Figure 1. Wires at chosen ports, followed through buffers.
Drawn at 3 px/µm.
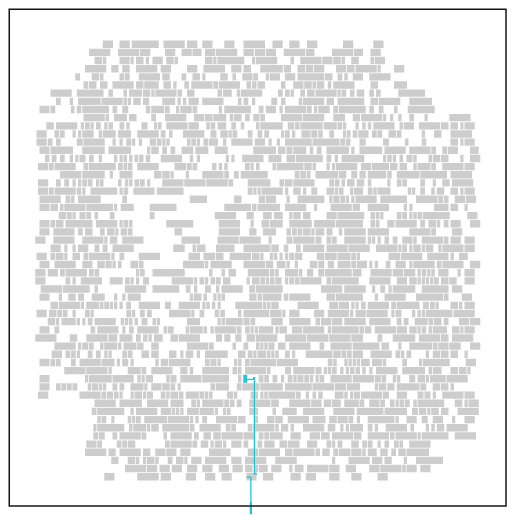
Figure 2. Signal metal coverage by tile.
Drawn at 2 px/µm. The die is cut into 33 by 33 equal tiles; dark blue is low, red is high, scaled to the fullest tile. Values are wire area over tile area, all layers added.
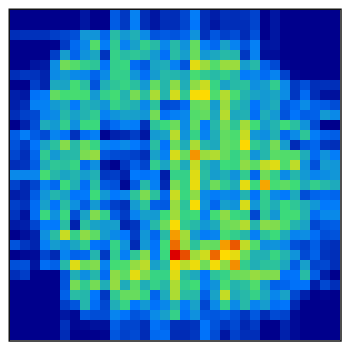
Figure 3. Sequential cells grouped by signal name.
Drawn at 3 px/µm. Other sequential cells in the stronger grey, the rest of the logic in the fainter grey.
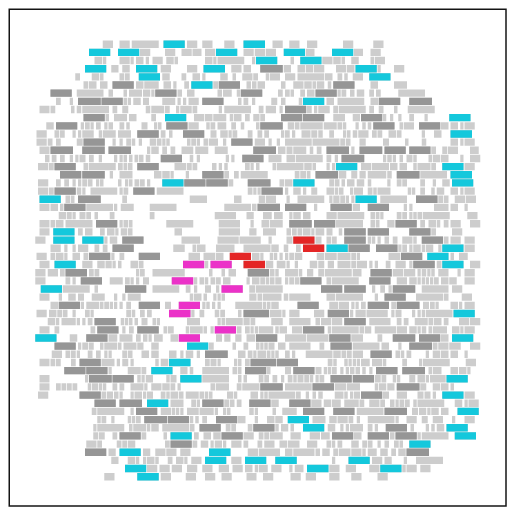
--- src/rtl/placement_search_ctrl_if.sv ---
// Bus between the placement search sequencer and its neighbours: the game
// FSM (start/results), the placement generator and the board analyzer.
interface placement_search_ctrl_if #(
   parameter int SCORE_W = 64
);
   // game FSM side
   logic                      start;
   logic                      busy;
   logic                      done;
   logic                      found;
   logic [1:0]                best_rot;
   logic [3:0]                best_col;
   logic signed [SCORE_W-1:0] best_score;
   logic                      timeout_err;
   // placement generator side
   logic                      cand_req;
   logic [1:0]                cand_rot;
   logic [3:0]                cand_col;
   logic                      cand_ack;
   logic                      cand_legal;
   // board analyzer side
   logic                      req_score;
   logic                      recv_score;
   logic signed [SCORE_W-1:0] score;

   modport slave (
      input  start, cand_ack, cand_legal, recv_score, score,
      output busy, done, found, best_rot, best_col, best_score, timeout_err,
             cand_req, cand_rot, cand_col, req_score
   );

   modport master (
      output start, cand_ack, cand_legal, recv_score, score,
      input  busy, done, found, best_rot, best_col, best_score, timeout_err,
             cand_req, cand_rot, cand_col, req_score
   );
endinterface

--- src/rtl/placement_search_ctrl.sv ---
// Exhaustive placement search sequencer: walks every (rotation, column)
// candidate, asks the generator for its board, scores legal boards with the
// analyzer and keeps the lowest score. Results publish only in DONE.
module placement_search_ctrl #(
   parameter int NUM_ROT = 4,
   parameter int NUM_COL = 10,
   parameter int SCORE_W = 64,
   parameter int TIMEOUT = 255
) (
   input logic               clk,
   input logic               rst_n,
   placement_search_ctrl_if.slave bus
);

   localparam int CW = (TIMEOUT < 2) ? 1 : $clog2(TIMEOUT + 1);
   localparam logic signed [SCORE_W-1:0] SCORE_MAX = {1'b0, {(SCORE_W-1){1'b1}}};
   localparam logic [CW-1:0] WAIT_LAST = CW'(TIMEOUT - 1);
   localparam logic [1:0]    ROT_LAST  = 2'(NUM_ROT - 1);
   localparam logic [3:0]    COL_LAST  = 4'(NUM_COL - 1);

   typedef enum logic [2:0] {
      S_IDLE, S_GEN, S_SCORE_REQ, S_SCORE_WAIT, S_NEXT, S_DONE
   } state_t;

   state_t                    r_state, w_next;
   logic                      w_tmo;
   logic                      w_better;
   logic                      w_last_cand;

   logic [CW-1:0]             r_wait_cnt;
   logic [1:0]                r_cand_rot;
   logic [3:0]                r_cand_col;
   logic signed [SCORE_W-1:0] r_cur_score;
   logic                      r_cur_valid;
   logic signed [SCORE_W-1:0] r_best;
   logic [1:0]                r_best_rot;
   logic [3:0]                r_best_col;
   logic                      r_found;

   logic signed [SCORE_W-1:0] r_out_score;
   logic [1:0]                r_out_rot;
   logic [3:0]                r_out_col;
   logic                      r_out_found;
   logic                      r_timeout_err;

   // strict compare so ties keep the earliest candidate in search order
   assign w_better    = r_cur_valid && (r_cur_score < r_best);
   assign w_last_cand = (r_cand_col == COL_LAST) && (r_cand_rot == ROT_LAST);

   // state register
   always_ff @(posedge clk) begin
      if (!rst_n) r_state <= S_IDLE;
      else        r_state <= w_next;
   end

   // next-state logic; w_tmo flags a handshake abandoned on the wait limit
   always_comb begin
      w_next = r_state;
      w_tmo  = 1'b0;
      case (r_state)
         S_IDLE:       if (bus.start) w_next = S_GEN;
         S_GEN: begin
            if (bus.cand_ack)
               w_next = bus.cand_legal ? S_SCORE_REQ : S_NEXT;
            else if (r_wait_cnt == WAIT_LAST) begin
               w_next = S_DONE;
               w_tmo  = 1'b1;
            end
         end
         S_SCORE_REQ:  w_next = S_SCORE_WAIT;
         S_SCORE_WAIT: begin
            if (bus.recv_score)
               w_next = S_NEXT;
            else if (r_wait_cnt == WAIT_LAST) begin
               w_next = S_DONE;
               w_tmo  = 1'b1;
            end
         end
         S_NEXT:       w_next = w_last_cand ? S_DONE : S_GEN;
         S_DONE:       w_next = S_IDLE;
         default:      w_next = S_IDLE;
      endcase
   end

   // wait counter: both waiting states are always entered from a non-waiting
   // state, so clearing outside them gives a fresh count on every entry
   always_ff @(posedge clk) begin
      if (!rst_n)
         r_wait_cnt <= '0;
      else if (r_state == S_GEN || r_state == S_SCORE_WAIT)
         r_wait_cnt <= r_wait_cnt + 1'b1;
      else
         r_wait_cnt <= '0;
   end

   // candidate walk, score capture and running best
   always_ff @(posedge clk) begin
      if (!rst_n) begin
         r_cand_rot  <= '0;
         r_cand_col  <= '0;
         r_cur_score <= '0;
         r_cur_valid <= 1'b0;
         r_best      <= SCORE_MAX;
         r_best_rot  <= '0;
         r_best_col  <= '0;
         r_found     <= 1'b0;
      end else begin
         case (r_state)
            S_IDLE: begin
               if (bus.start) begin
                  r_cand_rot  <= '0;
                  r_cand_col  <= '0;
                  r_cur_valid <= 1'b0;
                  r_best      <= SCORE_MAX;
                  r_best_rot  <= '0;
                  r_best_col  <= '0;
                  r_found     <= 1'b0;
               end
            end
            S_SCORE_WAIT: begin
               if (bus.recv_score) begin
                  r_cur_score <= bus.score;
                  r_cur_valid <= 1'b1;
               end
            end
            S_NEXT: begin
               if (w_better) begin
                  r_best     <= r_cur_score;
                  r_best_rot <= r_cand_rot;
                  r_best_col <= r_cand_col;
                  r_found    <= 1'b1;
               end
               r_cur_valid <= 1'b0;
               if (r_cand_col == COL_LAST) begin
                  r_cand_col <= '0;
                  r_cand_rot <= r_cand_rot + 1'b1;
               end else begin
                  r_cand_col <= r_cand_col + 1'b1;
               end
            end
            default: ;
         endcase
      end
   end

   // published results: held between searches, refreshed only on DONE
   always_ff @(posedge clk) begin
      if (!rst_n) begin
         r_out_score   <= SCORE_MAX;
         r_out_rot     <= '0;
         r_out_col     <= '0;
         r_out_found   <= 1'b0;
         r_timeout_err <= 1'b0;
      end else begin
         if (r_state == S_IDLE && bus.start) r_timeout_err <= 1'b0;
         if (w_tmo)                          r_timeout_err <= 1'b1;
         if (r_state == S_DONE) begin
            r_out_score <= r_best;
            r_out_rot   <= r_best_rot;
            r_out_col   <= r_best_col;
            r_out_found <= r_found;
         end
      end
   end

   assign bus.busy        = (r_state != S_IDLE);
   assign bus.done        = (r_state == S_DONE);
   assign bus.cand_req    = (r_state == S_GEN);
   assign bus.req_score   = (r_state == S_SCORE_REQ);
   assign bus.cand_rot    = r_cand_rot;
   assign bus.cand_col    = r_cand_col;
   assign bus.found       = r_out_found;
   assign bus.best_rot    = r_out_rot;
   assign bus.best_col    = r_out_col;
   assign bus.best_score  = r_out_score;
   assign bus.timeout_err = r_timeout_err;

endmodule

--- src/flat_wrapper.sv ---
// flat-port wrapper written by rule: the top's interface ports become plain ports
module placement_search_ctrl_flat 
#(
   parameter int NUM_ROT = 4,
   parameter int NUM_COL = 10,
   parameter int SCORE_W = 64,
   parameter int TIMEOUT = 255
)
  (clk, rst_n, bus_start, bus_cand_ack, bus_cand_legal, bus_recv_score, bus_score, bus_busy, bus_done, bus_found, bus_best_rot, bus_best_col, bus_best_score, bus_timeout_err, bus_cand_req, bus_cand_rot, bus_cand_col, bus_req_score);
  placement_search_ctrl_if #(.SCORE_W(SCORE_W)) bus_i ();
  input logic clk;
  input logic rst_n;
  input wire logic [$bits(bus_i.start)-1:0] bus_start;
  input wire logic [$bits(bus_i.cand_ack)-1:0] bus_cand_ack;
  input wire logic [$bits(bus_i.cand_legal)-1:0] bus_cand_legal;
  input wire logic [$bits(bus_i.recv_score)-1:0] bus_recv_score;
  input wire logic [$bits(bus_i.score)-1:0] bus_score;
  output wire logic [$bits(bus_i.busy)-1:0] bus_busy;
  output wire logic [$bits(bus_i.done)-1:0] bus_done;
  output wire logic [$bits(bus_i.found)-1:0] bus_found;
  output wire logic [$bits(bus_i.best_rot)-1:0] bus_best_rot;
  output wire logic [$bits(bus_i.best_col)-1:0] bus_best_col;
  output wire logic [$bits(bus_i.best_score)-1:0] bus_best_score;
  output wire logic [$bits(bus_i.timeout_err)-1:0] bus_timeout_err;
  output wire logic [$bits(bus_i.cand_req)-1:0] bus_cand_req;
  output wire logic [$bits(bus_i.cand_rot)-1:0] bus_cand_rot;
  output wire logic [$bits(bus_i.cand_col)-1:0] bus_cand_col;
  output wire logic [$bits(bus_i.req_score)-1:0] bus_req_score;
  assign bus_i.start = bus_start;
  assign bus_i.cand_ack = bus_cand_ack;
  assign bus_i.cand_legal = bus_cand_legal;
  assign bus_i.recv_score = bus_recv_score;
  assign bus_i.score = bus_score;
  assign bus_busy = bus_i.busy;
  assign bus_done = bus_i.done;
  assign bus_found = bus_i.found;
  assign bus_best_rot = bus_i.best_rot;
  assign bus_best_col = bus_i.best_col;
  assign bus_best_score = bus_i.best_score;
  assign bus_timeout_err = bus_i.timeout_err;
  assign bus_cand_req = bus_i.cand_req;
  assign bus_cand_rot = bus_i.cand_rot;
  assign bus_cand_col = bus_i.cand_col;
  assign bus_req_score = bus_i.req_score;
  placement_search_ctrl #(.NUM_ROT(NUM_ROT), .NUM_COL(NUM_COL), .SCORE_W(SCORE_W), .TIMEOUT(TIMEOUT)) u_core (.clk(clk), .rst_n(rst_n), .bus(bus_i));
endmodule
--- config.mk ---
export PLATFORM = sky130hd
export DESIGN_NAME = placement_search_ctrl_flat
export DESIGN_NICKNAME = d
export VERILOG_FILES = /design/src/rtl/placement_search_ctrl_if.sv /design/src/rtl/placement_search_ctrl.sv /design/src/flat_wrapper.sv
export SDC_FILE = /design/constraint.sdc
export NUM_CORES = 1
export LEC_CHECK = 0
export ABC_AREA = 1
export CAP_MARGIN = 10
export CORE_MARGIN = 8
export CORE_UTILIZATION = 45
export CTS_CLUSTER_SIZE = 25
export DETAILED_ROUTE_END_ITERATION = 7
export GPL_TIMING_DRIVEN = 1
export PLACE_DENSITY_LB_ADDON = 0.2
export RECOVER_POWER = 100
export SYNTH_ARGS = -nofsm -noshare
export SYNTH_HDL_FRONTEND = slang
export SYNTH_SLANG_ARGS = --single-unit
--- constraint.sdc ---
create_clock -name clk -period 2 [get_ports clk]
set_clock_uncertainty 0.15 [all_clocks]
set_input_delay 0.4 -clock clk [delete_from_list [all_inputs] [get_ports clk]]
set_output_delay 0.4 -clock clk [all_outputs]
set_load 0.01 [all_outputs]
==> job_summary.md <==
### Flow metrics

| Metric | Value |
|---|---|
| DRT antenna net count | `0` |
| Core area | `21800 µm²` |
| Most Crowded Layer GR | `met2` |
| Routed wl met2 | `13900 µm` |
| Final setup fails | `143` |
| CTS tree | `done` |
| Ys async rst share | `0%` |
| Via density | `5.18` |
| # placed instances | `1765` |
| Leak pwr | `6.73 nW` |
| Failing checks | `negative setup slack` |
| Top cells by count | `nand2_1, dfxtp_1, inv_1` |
| DR pass1 iterations | `5` |
| Post-Route WL | `28500 µm` |
| Met1 Use GR | `24.0%` |
| Clk root buf | `clkbuf_16` |
| Post-CTS Hold Buffers | `0` |
| Hold Fails Final Rpt | `0` |
| Ao+oa area frac | `15.4%` |
| Chip height | `165 µm` |
| Final period utilization | `126%` |
| FP Rows | `54` |
| Full die area | `27300 µm²` |
| Slew Limit Fails | `0` |
| CLK BUF | `34` |
| Xor/xnor share | `0.175%` |
| Flops & latches, synth | `225` |
| Crit path capture | `u_core.r_best[20]$_SDFFE_PN1P_` |
| Crit path DRT | `2.23 ns` |
| Initial antenna violation count | `0` |
| Flop2flop setup slack | `-0.51 ns` |
| Worst r2r dst | `u_core.r_best[20]$_SDFFE_PN1P_` |
| Status | `complete, but fails checks` |
| Post-synth top area share | `45.0%` |
| Nets | `1664` |
| Reg2reg path depth | `18` |
| Mapped cell area | `10000 µm²` |
| Comb_multi_in | `836` |
| Signal buf overhead | `18.7%` |
| GP Congestion | `0.840` |
| Tool warnings | `31` |
| Final worst setup slack | `-0.514 ns` |
| Met3 usage | `3.32%` |
| Final cell count without fillers | `1822` |
| Flip-flops with a built-in enable | `0` |
| Layout cell share with drive strength beyond 1 | `24.8%` |
| Fa+ha+maj area frac | `8.51%` |
-- Figure 1 (at the start) --
legend:
  bus_cand_legal:
    colour: cyan
    bits: 1
    direction: input
    edge: bottom
    end_cells: 1
    wire: 46.2 µm

-- Figure 2 (at the start) --
fullest tile: 0.58
mean over tiles: 0.17
nearly empty tiles: 14%

-- Figure 3 (at the start) --
legend:
  u_core.r_wait_cnt:
    colour: magenta
    flops: 8
  u_core.bus.best_score:
    colour: cyan
    flops: 64
    where: all over the die
  u_core.bus.cand_col:
    colour: red
    flops: 4
    where: centre
not coloured: 149

where the power goes:
part,switching [mW],internal (mW)
Combinational,0.880,0.837
Sequential,0.125,4.68
Clock,1.84,2.70
worst min-delay path, delay by kind of cell:
family | cells | cell delay, ns
buffers and inverters | 2 | 0.20
AOI/OAI and AO/OA | 2 | 0.11
and+or+nand+nor | 1 | 0.06
registers in the layout (all words and copies together), names as in the netlist, 2 cells and up:
register               count
u_core.r_best             64
u_core.bus.best_col        4
u_core.r_best_col          4
u_core.r_best_rot          2
u_core.r_cur_score        64
u_core.bus.cand_rot        2
u_core.bus.best_score     64
u_core.bus.cand_col        4
u_core.r_state             3
u_core.bus.best_rot        2
u_core.r_wait_cnt          8
Power and IR drop assume default switching activity.
